==> config.mk <==
export PLATFORM = sky130hd
export DESIGN_NAME = pwm_period_sequencer_flat
export DESIGN_NICKNAME = d
export VERILOG_FILES = /design/src/rtl/pwm_period_sequencer_if.sv /design/src/rtl/pwm_period_sequencer.sv /design/src/flat_wrapper.sv
export SDC_FILE = /design/constraint.sdc
export NUM_CORES = 1
export LEC_CHECK = 0
export CAP_MARGIN = 40
export CELL_PAD_IN_SITES_DETAIL_PLACEMENT = 0
export CELL_PAD_IN_SITES_GLOBAL_PLACEMENT = 1
export CORE_MARGIN = 2
export CORE_UTILIZATION = 46
export DETAILED_ROUTE_END_ITERATION = 10
export PLACE_DENSITY = 0.83
export SETUP_SLACK_MARGIN = 0.05
export SLEW_MARGIN = 25
export SYNTH_ARGS = -nofsm -noshare
export SYNTH_HDL_FRONTEND = slang
export SYNTH_SLANG_ARGS = --single-unit
==> constraint.sdc <==
create_clock -name clk -period 4.75 [get_ports clk]
set_clock_uncertainty 0.15 [all_clocks]
set_input_delay 0.7125 -clock clk [delete_from_list [all_inputs] [get_ports clk]]
set_output_delay 0.7125 -clock clk [all_outputs]
set_load 0.05 [all_outputs]
Fig. 1: congestion heat map
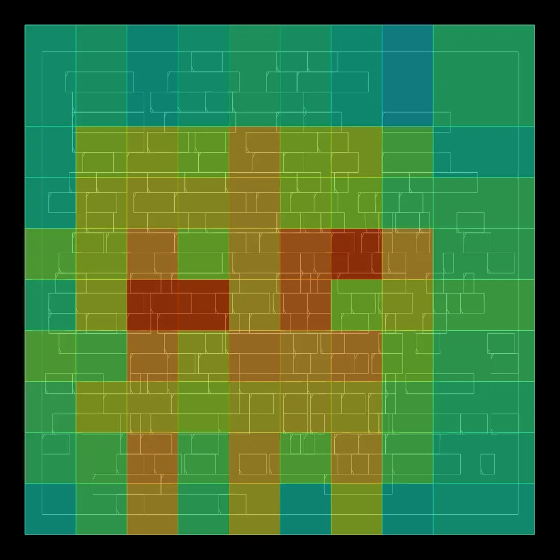
GR Layer Usage met2: 29.6%
Final Core Density: 57.5%

Fig. 2: routed metal, one color a layer
(4 px per µm)
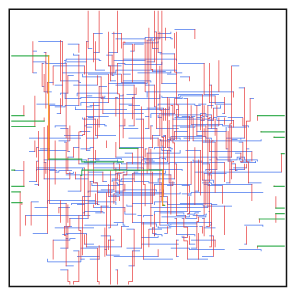
layer	color	wire length
metal 3	green	115 µm
metal 2	red	1,800 µm
metal 1	blue	1,650 µm
metal 4	orange	34.7 µm
routed length per instance: 15.9 µm
GRT Total Usage: 18.2%
number of vias after detailed routing: 1,211

==> results.yml <==
# flow metrics
status:
  run_status: "finished clean"
final_timing:
  timing.final.hold_violations: 0
  grt_setup_unrepaired: "false"
  slew-limit-headroom_pct: 44.1
  maxClockFrequency_mhz: 342
  post-route-min-period_ns: 2.92
  whs_ns: 0.127
worst_setup_path:
  slowest_stage: "and3_1"
  critical_path.cell_chain: "xnor2_1, nand4_1, nor4_2, and3_1, mux2_2"
  setup.worst_path.class: "reg -> reg"
  crit_fanout: 15
  cp_data_required_time_ns: 4.78
yosys:
  yosysWarningCount: 0
  top_cell_area_share_pct: 33.6
  yosys-stat-area_um2: 1940
detailed_routing:
  wl_um: 3600
  drt_pre_antenna_iters: 4
flow_run:
  warnings: 26
min_path:
  hp-class: "in -> async"
floorplanning:
  floorplan.die_area_um2: 4750
  initCoreUtil_pct: 48.1
  die_w_um: 68.9
placed_design:
  gp_congestion: 0.869
power_and_ir_drop:
  power_frac_clock_pct: 15.5
clock_network:
  postCtsHoldBufs: 0
==> metrics by stage <==
step,utilization [%],cells,power [µW],cell area (µm²),setup slack (ns)
floorplan,-,149,1120,1940,2.53
global placement,54.8,218,1250,2210,1.88
detailed placement,55.2,219,1280,2230,1.83
CTS,57.5,227,1510,2320,1.83
global route,57.5,227,1590,2320,1.63
finish,57.5,227,1490,2320,1.83
==> routing by layer <==
metal	track usage (%)	vias to the layer above	share of wire (%)
met2	29.6	22	50
met5	0	-	0
met1	23.0	601	46
met4	9.56	0	0.94
met3	3.57	4	3.2
li1	-	584	-
==> power by group through the flow <==
| stage | clock network [µW] | registers [µW] | logic (µW) |
|---|---|---|---|
| 6_report | 231 | 683 | 580 |
| 4_1_cts | 234 | 686 | 585 |
| 2_1_floorplan | 0 | 722 | 402 |
| 3_5_place_dp | 0 | 693 | 583 |
| 5_1_grt | 250 | 711 | 630 |
| 3_3_place_gp | 0 | 684 | 570 |
==> worst reg2reg max path: stages (launching register included) <==
cell and delay [ns]:
dfstp_2 0.55, xnor2_1 0.12, nand4_1 0.13, nor4_2 0.63
and3_1 0.82, mux2_2 0.42
==> cell type report <==
cell class / instances / area [µm²] / share of cell area (%)
clock inverters: 3 / 23.8 / 1.03
multi-input cells: 95 / 831 / 35.8
flip-flops and latches: 40 / 1020 / 43.9
repair buffers: 29 / 295 / 12.7
clock buffers: 5 / 68.8 / 2.97
well taps: 50 / 62.6 / 2.70
inverters: 5 / 18.8 / 0.809
==> kinds of logic (layout without fill, tap and decap cells) <==
logic type | count (synthesis) | count (layout) | synth area share (%)
compound gates | 19 | 19 | 7.17
flops | 40 | 40 | 52.5
mux | 29 | 29 | 18.6
simple gates | 30 | 30 | 9.23
fa+ha+maj | 1 | 1 | 0.645
xor+xnor | 16 | 16 | 7.23
buf+inv | 14 | 42 | 4.58
No activity file was given, so power comes from the tool's default toggle rates.
